===== src/rtl/special_move_pkg.sv =====
`default_nettype none
// ============================================================================
// Package : special_move_pkg
// Brief   : State encoding, default opcodes and execute-strobe bundle shared
//           by the special-move sequencer and later control-unit sequencers.
// Rev     : 1.0  initial release
// ============================================================================
package special_move_pkg;

    localparam int unsigned c_OPCODE_W = 5;

    localparam logic [4:0] c_OP_MFHI = 5'b10111;
    localparam logic [4:0] c_OP_MFLO = 5'b11000;
    localparam logic [4:0] c_OP_IN   = 5'b10110;
    localparam logic [4:0] c_OP_OUT  = 5'b10101;

    typedef enum logic [2:0] {
        ST_IDLE = 3'd0,
        ST_T0   = 3'd1,
        ST_T1   = 3'd2,
        ST_T2   = 3'd3,
        ST_T3   = 3'd4,
        ST_T4   = 3'd5,
        ST_HALT = 3'd6
    } state_t;

    typedef struct packed {
        logic gra;
        logic r_in;
        logic r_out;
        logic hi_out;
        logic lo_out;
        logic inport_out;
        logic outport_en;
    } exec_strobes_t;

endpackage
`default_nettype wire


===== src/rtl/special_move_decode.sv =====
`default_nettype none
// ============================================================================
// Module : special_move_decode
// Brief  : Combinational execute-step decode of the register-move opcodes.
// Rev    : 1.0  initial release
// ============================================================================
module special_move_decode
    import special_move_pkg::*;
#(
    parameter int unsigned          OPCODE_W = c_OPCODE_W,
    parameter logic [OPCODE_W-1:0] OP_MFHI  = c_OP_MFHI,
    parameter logic [OPCODE_W-1:0] OP_MFLO  = c_OP_MFLO,
    parameter logic [OPCODE_W-1:0] OP_IN    = c_OP_IN,
    parameter logic [OPCODE_W-1:0] OP_OUT   = c_OP_OUT
) (
    input  logic                i_en,
    input  logic [OPCODE_W-1:0] i_opcode,
    output exec_strobes_t       o_strobes,
    output logic                o_legal,
    output logic                o_illegal
);

    always_comb begin
        o_strobes = '0;
        o_legal   = 1'b0;
        o_illegal = 1'b0;
        if (i_en) begin
            o_legal = 1'b1;
            if (i_opcode == OP_MFHI) begin
                o_strobes.gra    = 1'b1;
                o_strobes.r_in   = 1'b1;
                o_strobes.hi_out = 1'b1;
            end else if (i_opcode == OP_MFLO) begin
                o_strobes.gra    = 1'b1;
                o_strobes.r_in   = 1'b1;
                o_strobes.lo_out = 1'b1;
            end else if (i_opcode == OP_IN) begin
                o_strobes.gra        = 1'b1;
                o_strobes.r_in       = 1'b1;
                o_strobes.inport_out = 1'b1;
            end else if (i_opcode == OP_OUT) begin
                o_strobes.gra        = 1'b1;
                o_strobes.r_out      = 1'b1;
                o_strobes.outport_en = 1'b1;
            end else begin
                // Unsupported opcode: flag it but leave the register file untouched
                o_legal   = 1'b0;
                o_illegal = 1'b1;
            end
        end
    end

endmodule
`default_nettype wire


===== src/rtl/special_move_ctrl.sv =====
`default_nettype none
// ============================================================================
// Module : special_move_ctrl
// Brief  : Fetch + register-move sequencer with memory-ready wait, timeout
//          halt, illegal-opcode flag and retired-instruction counter.
// Rev    : 1.0  initial release
// ============================================================================
module special_move_ctrl
    import special_move_pkg::*;
#(
    parameter int unsigned          OPCODE_W = c_OPCODE_W,
    parameter logic [OPCODE_W-1:0] OP_MFHI  = c_OP_MFHI,
    parameter logic [OPCODE_W-1:0] OP_MFLO  = c_OP_MFLO,
    parameter logic [OPCODE_W-1:0] OP_IN    = c_OP_IN,
    parameter logic [OPCODE_W-1:0] OP_OUT   = c_OP_OUT,
    parameter int unsigned          TIMEOUT  = 15,
    parameter int unsigned          CNT_W    = 16
) (
    input  logic                Clock,
    input  logic                Clear,
    input  logic                Run,
    input  logic                Mem_ready,
    input  logic [OPCODE_W-1:0] IR_opcode,
    output logic                PCout,
    output logic                MAR_enable,
    output logic                ZLowIn,
    output logic                ZLowout,
    output logic                IncPC,
    output logic                PC_enable,
    output logic                MDR_read,
    output logic                MDR_enable,
    output logic                MDRout,
    output logic                IR_enable,
    output logic                Gra,
    output logic                R_in,
    output logic                R_out,
    output logic                HIout,
    output logic                LOout,
    output logic                InPortout,
    output logic                OutPort_enable,
    output logic                Busy,
    output logic                Done,
    output logic                Illegal,
    output logic                Mem_error,
    output logic [CNT_W-1:0]    Instr_count
);

    localparam int unsigned c_WAIT_W = $clog2(TIMEOUT + 1);

    state_t              r_state;
    state_t              w_next;
    logic [c_WAIT_W-1:0] r_wait;
    logic                r_mem_error;
    logic [CNT_W-1:0]    r_count;
    logic                w_wait_expired;
    logic                w_dec_en;
    logic                w_legal;
    logic                w_illegal;
    exec_strobes_t       w_exec;

    // Current cycle is the last allowed T2 cycle without data
    assign w_wait_expired = (r_wait == c_WAIT_W'(TIMEOUT - 1));

    always_ff @(posedge Clock or posedge Clear) begin
        if (Clear) begin
            r_state     <= ST_IDLE;
            r_wait      <= '0;
            r_mem_error <= 1'b0;
            r_count     <= '0;
        end else begin
            r_state <= w_next;
            if (r_state == ST_T2 && !Mem_ready) begin
                r_wait <= r_wait + c_WAIT_W'(1);
            end else begin
                r_wait <= '0;
            end
            if (r_state == ST_T2 && !Mem_ready && w_wait_expired) begin
                r_mem_error <= 1'b1;
            end
            if (w_legal) begin
                r_count <= r_count + CNT_W'(1);
            end
        end
    end

    always_comb begin
        w_next     = r_state;
        PCout      = 1'b0;
        MAR_enable = 1'b0;
        ZLowIn     = 1'b0;
        ZLowout    = 1'b0;
        IncPC      = 1'b0;
        PC_enable  = 1'b0;
        MDR_read   = 1'b0;
        MDR_enable = 1'b0;
        MDRout     = 1'b0;
        IR_enable  = 1'b0;
        w_dec_en   = 1'b0;
        case (r_state)
            ST_IDLE: begin
                if (Run) w_next = ST_T0;
            end
            ST_T0: begin
                PCout      = 1'b1;
                MAR_enable = 1'b1;
                IncPC      = 1'b1;
                ZLowIn     = 1'b1;
                w_next     = ST_T1;
            end
            ST_T1: begin
                ZLowout   = 1'b1;
                PC_enable = 1'b1;
                MDR_read  = 1'b1;
                w_next    = ST_T2;
            end
            ST_T2: begin
                MDR_read   = 1'b1;
                MDR_enable = Mem_ready;
                if (Mem_ready)           w_next = ST_T3;
                else if (w_wait_expired) w_next = ST_HALT;
            end
            ST_T3: begin
                MDRout    = 1'b1;
                IR_enable = 1'b1;
                w_next    = ST_T4;
            end
            ST_T4: begin
                w_dec_en = 1'b1;
                w_next   = Run ? ST_T0 : ST_IDLE;
            end
            ST_HALT: begin
                w_next = ST_HALT;
            end
            default: begin
                w_next = ST_IDLE;
            end
        endcase
    end

    special_move_decode #(
        .OPCODE_W (OPCODE_W),
        .OP_MFHI  (OP_MFHI),
        .OP_MFLO  (OP_MFLO),
        .OP_IN    (OP_IN),
        .OP_OUT   (OP_OUT)
    ) u_decode (
        .i_en      (w_dec_en),
        .i_opcode  (IR_opcode),
        .o_strobes (w_exec),
        .o_legal   (w_legal),
        .o_illegal (w_illegal)
    );

    assign Gra            = w_exec.gra;
    assign R_in           = w_exec.r_in;
    assign R_out          = w_exec.r_out;
    assign HIout          = w_exec.hi_out;
    assign LOout          = w_exec.lo_out;
    assign InPortout      = w_exec.inport_out;
    assign OutPort_enable = w_exec.outport_en;
    assign Busy           = (r_state != ST_IDLE) && (r_state != ST_HALT);
    assign Done           = w_legal;
    assign Illegal        = w_illegal;
    assign Mem_error      = r_mem_error;
    assign Instr_count    = r_count;

endmodule
`default_nettype wire

===== config.mk =====
export PLATFORM = sky130hd
export DESIGN_NAME = special_move_ctrl
export DESIGN_NICKNAME = d
export VERILOG_FILES = /design/src/rtl/special_move_pkg.sv /design/src/rtl/special_move_decode.sv /design/src/rtl/special_move_ctrl.sv
export SDC_FILE = /design/constraint.sdc
export NUM_CORES = 1
export LEC_CHECK = 0
export ABC_AREA = 1
export CAP_MARGIN = 0
export CORE_AREA = 5 5 66 68
export CTS_BUF_LIST = sky130_fd_sc_hd__clkbuf_8
export DETAILED_ROUTE_END_ITERATION = 16
export DIE_AREA = 0 0 71 73
export PLACE_DENSITY = 0.78
export SKIP_LAST_GASP = 1
export SYNTH_ARGS = -nofsm -noshare
export SYNTH_HDL_FRONTEND = slang
export SYNTH_HIERARCHICAL = 1
export SYNTH_SLANG_ARGS = --single-unit

===== constraint.sdc =====
create_clock -name Clock -period 5.1 [get_ports Clock]
set_input_delay 1.02 -clock Clock [delete_from_list [all_inputs] [get_ports Clock]]
set_output_delay 1.02 -clock Clock [all_outputs]
set_load 0.05 [all_outputs]

==> reports/metrics.csv, run 1 <==
metric,value,unit
outcome,"complete, no violations",
setup ws final,1.17,ns
cell area after layout,1910,um2
"count leader, synth",nand2_1,
ys flop type,dfrtp_1,
unrepaired setup endpoints after global routing,false,
sequential area share after synthesis,43.1,%
Critical Path End,Done,
Core ar.,3800,um2
Row Count,23,
latest clock arrival within the worst-skew pair,0.26,ns
pre-CTS setup slack,1.16,ns
register bit total from synthesis,24,
OpenROAD warning count,27,
"Simple Share, Synth",32.1,%
cell chosen for the clock root,clkbuf_8,
sequential power share,32.1,%
cts hold-fix bufs,0,
area share of fa/ha/maj cells after synthesis,2.70,%
top cell category,logic gates,
Min-Delay Startpoint,Mem_error$_DFFE_PP0P_,
# resized after CTS,0,
highest routed layer,met4,
placed insts,254,
Total GRT Usage,10.1,%
AO/OA Area Share,2.70,%
most numerous logic cell after layout,clkdlybuf4s50_1,
clkbuf count,4,
first-pass GRT wire length,4.26,mm
non-clock inverter count in the final layout,27,
Post-DRT Antenna Nets,0,
Slew HR,40.4,%
FF-to-FF path depth,11,
initial antenna violation count,0,
DRT iter0 DRCs,10,
FF+latch area,601,um2
clk tree area frac,2.89,%
Multiplexer share,0.809,%
Synth area leader,dfrtp_1,
Comb pwr share,50.3,%
Final Critical Period,3.93,ns
vias in the first global route,989,
DR WL met3,149,um
io pins,46,
Top non-seq family,simple AND/OR/NAND/NOR gates,
Mapped Avg Cell Area,8.39,um2
Critical Path Source,IR_opcode[1],
Synth Warn #,6,
CP Depth,7,
Detailed Place HPWL,2.12,mm
cell chain of the critical path,"clkdlybuf4s50_1, nor2_1, nand3_2, nand3_2, nand2_2, nand2_2, clkdlybuf4s50_1",
Placer Congestion,0.781,
chip width,71,um
CP endpoint kind,output port,
Layout area overhead,37.0,%
Slew Limit Fails,0,
DRC,0,
comb. cell area,638,um2
chip area,5180,um2
Crit Reg-Reg Startpoint,r_state[2]$_DFFE_PP0P_,
total CTS buffers,3,
largest net degree at the start of global routing,25,
"Non-clock buffers, area share",23.6,%
Min-Delay Path Class,flip-flop to flip-flop,
Diodes inserted,0,
Worst Hold End,Mem_error$_DFFE_PP0P_,
fin crit share,77.0,%
fraction of area in registers,31.5,%
Via-to-Cell Ratio,4.38,
Longest Clk Path Bufs,2,
Cell Type Count,25,
"Cell Count, Final, Fillers Out",258,
post-placement cell area,1850,um2
critical path arrival,2.91,ns
worst hold path depth,1,
final core occ,50.2,%
Port Buffers,45,
syn nets,178,
Fin. Hold Viols,0,
peak supply drop,203,uV
clock share of power,17.6,%
Top Layout Cells,"clkdlybuf4s50_1, nand2_1, dfrtp_1",
final setup fails,0,
Synth Instances,166,
Post-Route Setup TNS,0,ns
-- run 1: logic make-up (layout without fill, tap and decap cells) --
kind of cell,count (synthesis),after routing
multiplexers,1,1
AND-OR/OR-AND,6,6
adder cells (fa/ha/maj),3,3
buffers and inverters,34,76
flip-flops,24,24
AND/OR/NAND/NOR,86,86
XOR/XNOR,12,12
-- run 1: flip-flops by register name (all words and copies together), names as in the netlist --
register     cells
r_state          3
Mem_error        1
Instr_count     16
r_wait           4
-- run 1: power groups by stage --
stage,clock [mW],combinational (mW),sequential [mW]
after global placement,0,0.366,0.237
after global routing,0.139,0.385,0.236
final,0.127,0.365,0.233
after floorplan,0,0.258,0.255
after CTS,0.133,0.369,0.233
after detailed placement,0,0.369,0.237
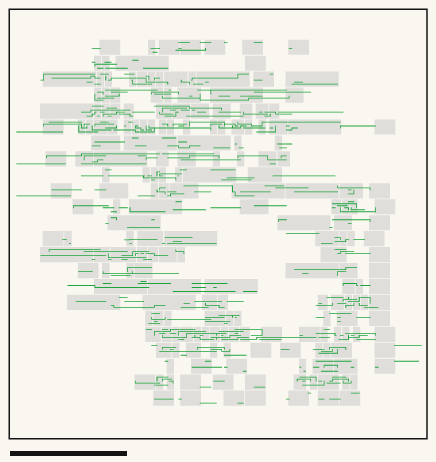
Fig. 1. Met1 routing (run 1).
The bar under the picture is 20 um long.
The layer carries 1190 um of wire. The wires run mostly horizontal. The layer holds 46% of the routed length. The longest straight run is 15.2 um. 190 nets have wire on it.
via count: 1130
routed wire length: 2.60 mm
routing usage on met1: 12.5%

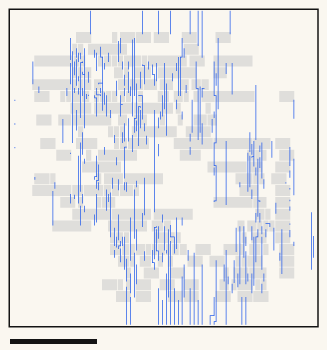
Fig. 2. The metal 2 layer (run 1).
The bar under the picture is 20 um long.
The layer carries 1250 um of wire. The layer holds 48% of the routed length. 184 nets have wire on it. The wires run mostly vertical.

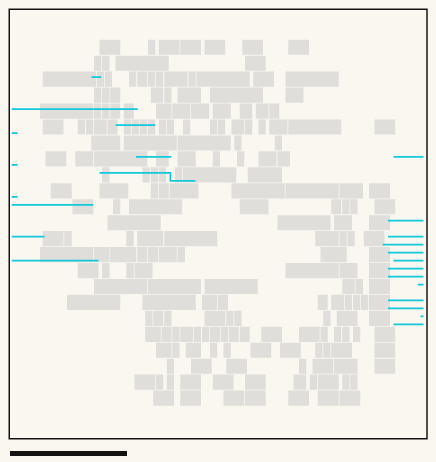
Fig. 3. Signal wires on met3 (run 1).
The bar under the picture is 20 um long.
23 nets have wire on it. The wires run mostly horizontal.

Fig. 4: run 1, congestion heat map
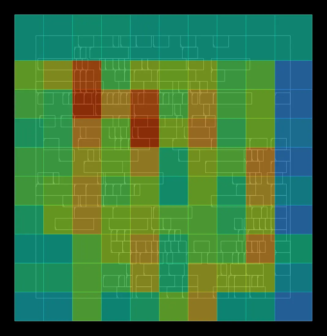

==> run 1 -> run 2 <==
--- a/config.mk
+++ b/config.mk
@@ -11,7 +11,7 @@
 export CTS_BUF_LIST = sky130_fd_sc_hd__clkbuf_8
 export DETAILED_ROUTE_END_ITERATION = 16
 export DIE_AREA = 0 0 71 73
-export PLACE_DENSITY = 0.78
+export PLACE_DENSITY = 0.81
 export SKIP_LAST_GASP = 1
 export SYNTH_ARGS = -nofsm -noshare
 export SYNTH_HDL_FRONTEND = slang
==> constraint.sdc (replaced) <==
create_clock -name Clock -period 3.51 [get_ports Clock]
set_input_delay 0.702 -clock Clock [delete_from_list [all_inputs] [get_ports Clock]]
set_output_delay 0.702 -clock Clock [all_outputs]
set_load 0.05 [all_outputs]
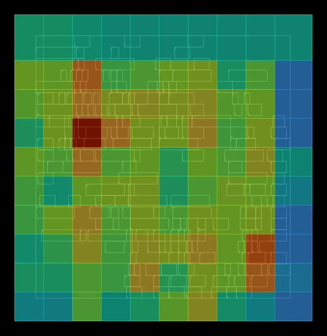
Fig. 5. Congestion heat map (run 2).
Routed wire per std cell: 10.9 um
layer with the highest usage: met2
GR Util met2: 21.0%
Total GRT Usage: 11.9%

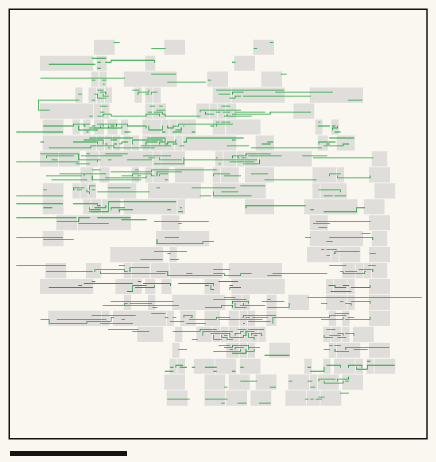
Fig. 6. Met1 routing (run 2).
The bar under the picture is 20 um long.
The layer holds 45% of the routed length. The layer carries 1260 um of wire.

==> reports/metrics.csv, run 2 <==
metric,value,unit,change
outcome,"complete, no violations",,unchanged
clock slew at reported path FFs,0.08,ns,about the same
CP Buf/Inv Count,3,,was 2
post-synthesis async set-or-reset flop share,100,%,unchanged
chip width,71,um,unchanged
post-CTS setup buffer count,0,,unchanged
total CTS buffers,3,,unchanged
critical-path maximum fanout,2,,was 7
Comb pwr share,50.4,%,was 50.3%
Worst Hold End,Mem_error$_DFFE_PP0P_,,unchanged
met1 WL,1.26,mm,was 1.19 mm
cells in synth_stat.txt,166,,unchanged
r2r endpoint,Instr_count[15]$_DFFE_PP0P_,,unchanged
Via-to-Cell Ratio,4.56,,was 4.38
"setup slack, reg-to-reg",1.33,ns,was 2.97 ns
Cell Type Count,25,,unchanged
Area leader share,43.1,%,unchanged
Layout area overhead,36.5,%,was 37.0%
syn nets,178,,unchanged
Core ar.,3800,um2,unchanged
Top delay family on crit path,buffers and inverters,,unchanged
CTS Sinks,24,,unchanged
Min-Delay Path Class,flip-flop to flip-flop,,unchanged
"count leader, synth",nand2_1,,unchanged
power after layout,1.06,mW,was 0.725 mW
cts hold-fix bufs,0,,unchanged
Longest Clk Path Bufs,2,,unchanged
register bit total from synthesis,24,,unchanged
fillcell total,387,,was 364
top power group,combinational logic,,unchanged
maxcap violations,0,,unchanged
yosys stat area,1390,um2,unchanged
Logic power comb,0.533,mW,was 0.365 mW
initial antenna violation count,0,,unchanged
Final Critical Period,3.14,ns,
peak supply drop,318,uV,was 203 uV
final setup fails,0,,unchanged
# resized after CTS,0,,unchanged
fraction of layout cells with a size suffix above 1,13.5,%,was 12.0%
crit-path max cell delay,0.81,ns,was 0.83 ns
GRT overflow,0,,unchanged
worst hold path depth,1,,unchanged
"top cells by area, synth","dfrtp_1, nand2_1, xor2_1",,unchanged
vias in the first global route,1210,,was 989
Mapped Avg Cell Area,8.39,um2,unchanged
cell leakage power,0.891,nW,was 0.884 nW
worst slew pin tran,0.919,ns,was 0.893 ns
worst hold margin,0.483,ns,was 0.482 ns
sequential area share after synthesis,43.1,%,unchanged
io pins,46,,unchanged
Max Clock Skew,0.000800,ns,was 0.00510 ns
DRT iter0 DRCs,20,,was 10
placed insts,254,,unchanged
cell chosen for the clock root,clkbuf_8,,unchanged
switching portion of total power,45.5,%,about the same
CP Depth,6,,was 7
OpenROAD warning count,27,,unchanged
via count,1177,,was 1130
fin crit share,89.5,%,
Crit Reg-Reg Startpoint,r_state[0]$_DFFE_PP0P_,,was r_state[2]$_DFFE_PP0P_
Slew HR,38.7,%,was 40.4%
Seq power,0.339,mW,was 0.233 mW
Fin. Hold Viols,0,,unchanged
Crit Path Class,input port to output port,,unchanged
Post-Route Setup TNS,0,ns,unchanged
critical path's most frequent cell,clkdlybuf4s50_1,,
Post-synth EDFFs,0,,unchanged
FF-to-FF path depth,11,,unchanged
Core Density at Floorplan,36.7,%,unchanged
final core occ,50.0,%,was 50.2%
routing usage on met1,14.7,%,was 12.5%
Slew Limit Fails,0,,unchanged
comb. cell area,638,um2,unchanged
ys flop type,dfrtp_1,,unchanged
Port Buffers,45,,unchanged
Post-DRT Antenna Nets,0,,unchanged
H-tree depth,1,,unchanged
latest clock arrival within the worst-skew pair,0.26,ns,about the same
cell area after layout,1900,um2,was 1910 um2
Row Count,23,,unchanged
setup ws final,0.367,ns,was 1.17 ns
chip area,5180,um2,unchanged
Critical Path End,OutPort_enable,,was Done
Synth area leader,dfrtp_1,,unchanged
Synth Instances,166,,unchanged
"Cell Count, Final, Fillers Out",258,,unchanged
Crit path required time,2.81,ns,was 4.08 ns
highest routed layer,met4,,unchanged
Int Pwr,0.575,mW,was 0.396 mW
Die Height,73,um,unchanged
CTS tree,built,,unchanged
max frequency,0.318,GHz,
routed wire length,2.81,mm,was 2.60 mm
pre-CTS setup slack,0.345,ns,was 1.16 ns
top cells by count,"nand2_1, dfrtp_1, inv_1",,unchanged
PD cells,556,nW/um2,was 380 nW/um2
Min-Delay Startpoint,Mem_error$_DFFE_PP0P_,,unchanged
cell chain of the critical path,"clkdlybuf4s50_1, nand2_1, nor2_1, nand3_1, inv_1, clkdlybuf4s50_1",,"was clkdlybuf4s50_1, nor2_1, nand3_2, nand3_2, nand2_2, nand2_2, clkdlybuf4s50_1"
DR WL met3,194,um,was 149 um
Final nets,221,,unchanged
drt first pass iters,4,,was 5
CP endpoint kind,output port,,unchanged
Detailed Place HPWL,2.23,mm,was 2.12 mm
met2 routed wirelength,1.35,mm,was 1.25 mm
Clk power,0.184,mW,was 0.127 mW
largest net degree at the start of global routing,25,,unchanged
FF+latch area,601,um2,unchanged
Placer Congestion,0.806,,was 0.781
sw power,0.481,mW,was 0.330 mW
unrepaired setup endpoints after global routing,false,,unchanged
DRC,0,,unchanged
Diodes inserted,0,,unchanged
sequential power share,32.1,%,about the same
first-pass GRT wire length,5.11,mm,was 4.26 mm
Mapped Area,1390,um2,unchanged
Largest register FFs,16,,unchanged
met3 Use GR,3.31,%,was 3.03%
Synth Warn #,6,,unchanged
post-placement cell area,1850,um2,about the same
critical path arrival,2.44,ns,was 2.91 ns
Critical Path Source,IR_opcode[0],,was IR_opcode[1]
most numerous logic cell after layout,clkdlybuf4s50_1,,unchanged
CP startpoint kind,input port,,unchanged
critical path's slowest cell,clkdlybuf4s50_1,,unchanged
clock share of power,17.5,%,was 17.6%
Top Layout Cells,"clkdlybuf4s50_1, nand2_1, dfrtp_1",,unchanged
## run 2: cell type report
| type | count | area share [%] |
|---|---|---|
| clock buffers | 4 | 2.90 |
| flip-flops and latches | 24 | 31.6 |
| multi-input cells | 108 | 33.6 |
| well taps | 50 | 3.29 |
| repair buffers | 45 | 23.3 |
| inverters | 27 | 5.33 |
## run 2: logic make-up after synthesis
logic type	after synthesis	synth area share (%)
and+or+nand+nor	86	32.1
buffers and inverters	34	11.1
DFF	24	43.1
xor gates and xnor gates	12	7.55
AOI/OAI and AO/OA	6	2.69
adders and majority gates	3	2.70
muxes	1	0.809
==> run 2 -> run 3 <==
--- a/config.mk
+++ b/config.mk
@@ -17,3 +17,4 @@
 export SYNTH_HDL_FRONTEND = slang
 export SYNTH_HIERARCHICAL = 1
 export SYNTH_SLANG_ARGS = --single-unit
+export TNS_END_PERCENT = 10
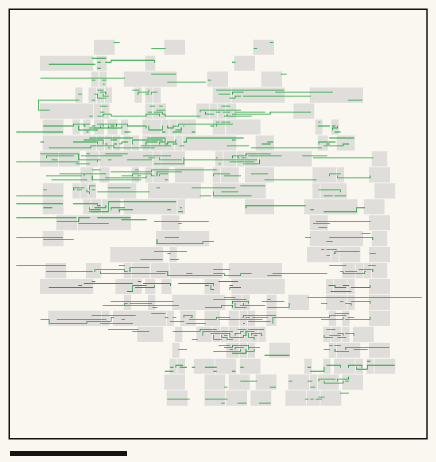
Fig. 7. Met1 routing (run 3).
The bar under the picture is 20 um long.
The longest straight run is 19.3 um. The layer carries 1260 um of wire. 188 nets have wire on it.

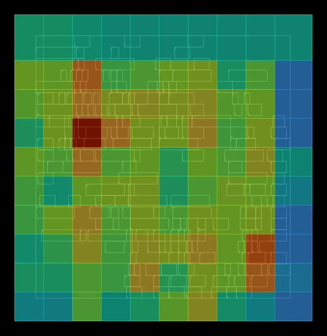
Fig. 8. Congestion heat map (run 3).
final core occ: 50.0%
met3 Use GR: 3.31%
routing usage on met1: 14.7%

==> reports/metrics.csv, run 3 <==
metric,value,unit,change
outcome,"complete, no violations",,unchanged
cell chain of the critical path,"clkdlybuf4s50_1, nand2_1, nor2_1, nand3_1, inv_1, clkdlybuf4s50_1",,unchanged
crit-path max cell delay,0.81,ns,about the same
PD cells,556,nW/um2,unchanged
Routed wire per std cell,10.9,um,unchanged
Slew HR,38.7,%,unchanged
Seq power,0.339,mW,about the same
H-tree depth,1,,unchanged
placed insts,254,,unchanged
initial antenna violation count,0,,unchanged
ys flop type,dfrtp_1,,unchanged
sequential area share after synthesis,43.1,%,unchanged
pre-CTS setup slack,0.345,ns,unchanged
DRT iter0 DRCs,20,,unchanged
Worst Hold End,Mem_error$_DFFE_PP0P_,,unchanged
cells in synth_stat.txt,166,,unchanged
Comb pwr share,50.4,%,about the same
Int Pwr,0.575,mW,unchanged
maxcap violations,0,,unchanged
Critical Path Source,IR_opcode[0],,unchanged
fraction of layout cells with a size suffix above 1,13.5,%,unchanged
total CTS buffers,3,,unchanged
OpenROAD warning count,27,,unchanged
Synth Instances,166,,unchanged
worst hold margin,0.483,ns,unchanged
Post-Route Setup TNS,0,ns,unchanged
post-synthesis async set-or-reset flop share,100,%,unchanged
yosys stat area,1390,um2,unchanged
fillcell total,387,,unchanged
Fin. Hold Viols,0,,unchanged
Crit path required time,2.81,ns,about the same
Min-Delay Path Class,flip-flop to flip-flop,,unchanged
FF-to-FF path depth,11,,unchanged
chip width,71,um,unchanged
max frequency,0.318,GHz,unchanged
syn nets,178,,unchanged
unrepaired setup endpoints after global routing,false,,unchanged
latest clock arrival within the worst-skew pair,0.26,ns,about the same
Tapcells,50,,unchanged
Post-synth EDFFs,0,,unchanged
Core ar.,3800,um2,unchanged
DRC,0,,unchanged
Post-DRT Antenna Nets,0,,unchanged
FF+latch area,601,um2,unchanged
Port Buffers,45,,unchanged
Mapped Avg Cell Area,8.39,um2,unchanged
CP endpoint kind,output port,,unchanged
Via-to-Cell Ratio,4.56,,unchanged
setup ws final,0.367,ns,unchanged
Area leader share,43.1,%,unchanged
Synth Warn #,6,,unchanged
Min-Delay Startpoint,Mem_error$_DFFE_PP0P_,,unchanged
Final nets,221,,unchanged
Longest Clk Path Bufs,2,,unchanged
peak supply drop,318,uV,unchanged
Clk power,0.184,mW,about the same
register bit total from synthesis,24,,unchanged
Combinational Gates,108,,unchanged
chip area,5180,um2,unchanged
top power group,combinational logic,,unchanged
"count leader, synth",nand2_1,,unchanged
Mapped Area,1390,um2,unchanged
Placer Congestion,0.806,,unchanged
Synth area leader,dfrtp_1,,unchanged
via count,1177,,unchanged
Die Height,73,um,unchanged
CTS Sinks,24,,unchanged
fraction of area in registers,31.6,%,unchanged
Critical Path End,OutPort_enable,,unchanged
"Cell Count, Final, Fillers Out",258,,unchanged
Detailed Place HPWL,2.23,mm,unchanged
flop count,24,,unchanged
post-CTS setup buffer count,0,,unchanged
CP startpoint kind,input port,,unchanged
power after layout,1.06,mW,unchanged
drt first pass iters,4,,unchanged
switching portion of total power,45.5,%,unchanged
GRT overflow,0,,unchanged
r2r endpoint,Instr_count[15]$_DFFE_PP0P_,,unchanged
worst hold path depth,1,,unchanged
Slew Limit Fails,0,,unchanged
cell chosen for the clock root,clkbuf_8,,unchanged
clock slew at reported path FFs,0.08,ns,about the same
Final Critical Period,3.14,ns,unchanged
non-clock inverter count in the final layout,27,,unchanged
"top cells by area, synth","dfrtp_1, nand2_1, xor2_1",,unchanged
clkbuf count,4,,unchanged
critical path arrival,2.44,ns,about the same
Crit Path Class,input port to output port,,unchanged
top cells by count,"nand2_1, dfrtp_1, inv_1",,unchanged
CTS tree,built,,unchanged
logic share of the area,33.6,%,unchanged
Largest register FFs,16,,unchanged
io pins,46,,unchanged
critical-path maximum fanout,2,,unchanged
Layout area overhead,36.5,%,unchanged
Cell Type Count,25,,unchanged
Top Layout Cells,"clkdlybuf4s50_1, nand2_1, dfrtp_1",,unchanged
Core Density at Floorplan,36.7,%,unchanged
clock share of power,17.5,%,about the same
Diodes inserted,0,,unchanged
cell area after layout,1900,um2,unchanged
"setup slack, reg-to-reg",1.33,ns,about the same
Max Clock Skew,0.000800,ns,unchanged
vias in the first global route,1210,,unchanged
Crit Reg-Reg Startpoint,r_state[0]$_DFFE_PP0P_,,unchanged
top cell category,logic gates,,unchanged
worst slew pin tran,0.919,ns,unchanged
post-placement cell area,1850,um2,unchanged
critical path's most frequent cell,clkdlybuf4s50_1,,unchanged
Logic power comb,0.533,mW,about the same
largest net degree at the start of global routing,25,,unchanged
Row Count,23,,unchanged
count of non-CTS buffers in the layout,45,,unchanged
routed wire length,2.81,mm,unchanged
clk tree area frac,2.90,%,unchanged
fin crit share,89.5,%,unchanged
sequential power share,32.1,%,about the same
Total GRT Usage,11.9,%,unchanged
final setup fails,0,,unchanged
sw power,0.481,mW,unchanged
first-pass GRT wire length,5.11,mm,unchanged
"Non-clock buffers, area share",23.3,%,unchanged
cell leakage power,0.891,nW,unchanged
cts hold-fix bufs,0,,unchanged
comb. cell area,638,um2,unchanged
==> run 3: cell counts after synthesis <==
Identical to the previous run, type by type.
==> run 3: per-layer routing <==
layer  GRT usage (%)  vias up  routed length [um]
met5               0        -                   0
met4            1.88        0                   9
met3            3.31        2                 194
met2            21.0       35                1350
met1            14.7      549                1260
li1                -      591                   -
==> run 3: worst max-delay path, delay by kind of cell <==
kind / cells / cell delay (ns)
and+or+nand+nor: 3 / 0.33
buffers and inverters: 3 / 1.41
==> run 3: kinds of logic after synthesis <==
logic type | count (synthesis) | share of synthesized area, %
and+or+nand+nor | 86 | 32.1
buffers and inverters | 34 | 11.1
DFF | 24 | 43.1
xor gates and xnor gates | 12 | 7.55
AOI/OAI and AO/OA | 6 | 2.69
adders and majority gates | 3 | 2.70
muxes | 1 | 0.809
Power and IR drop assume default switching activity.
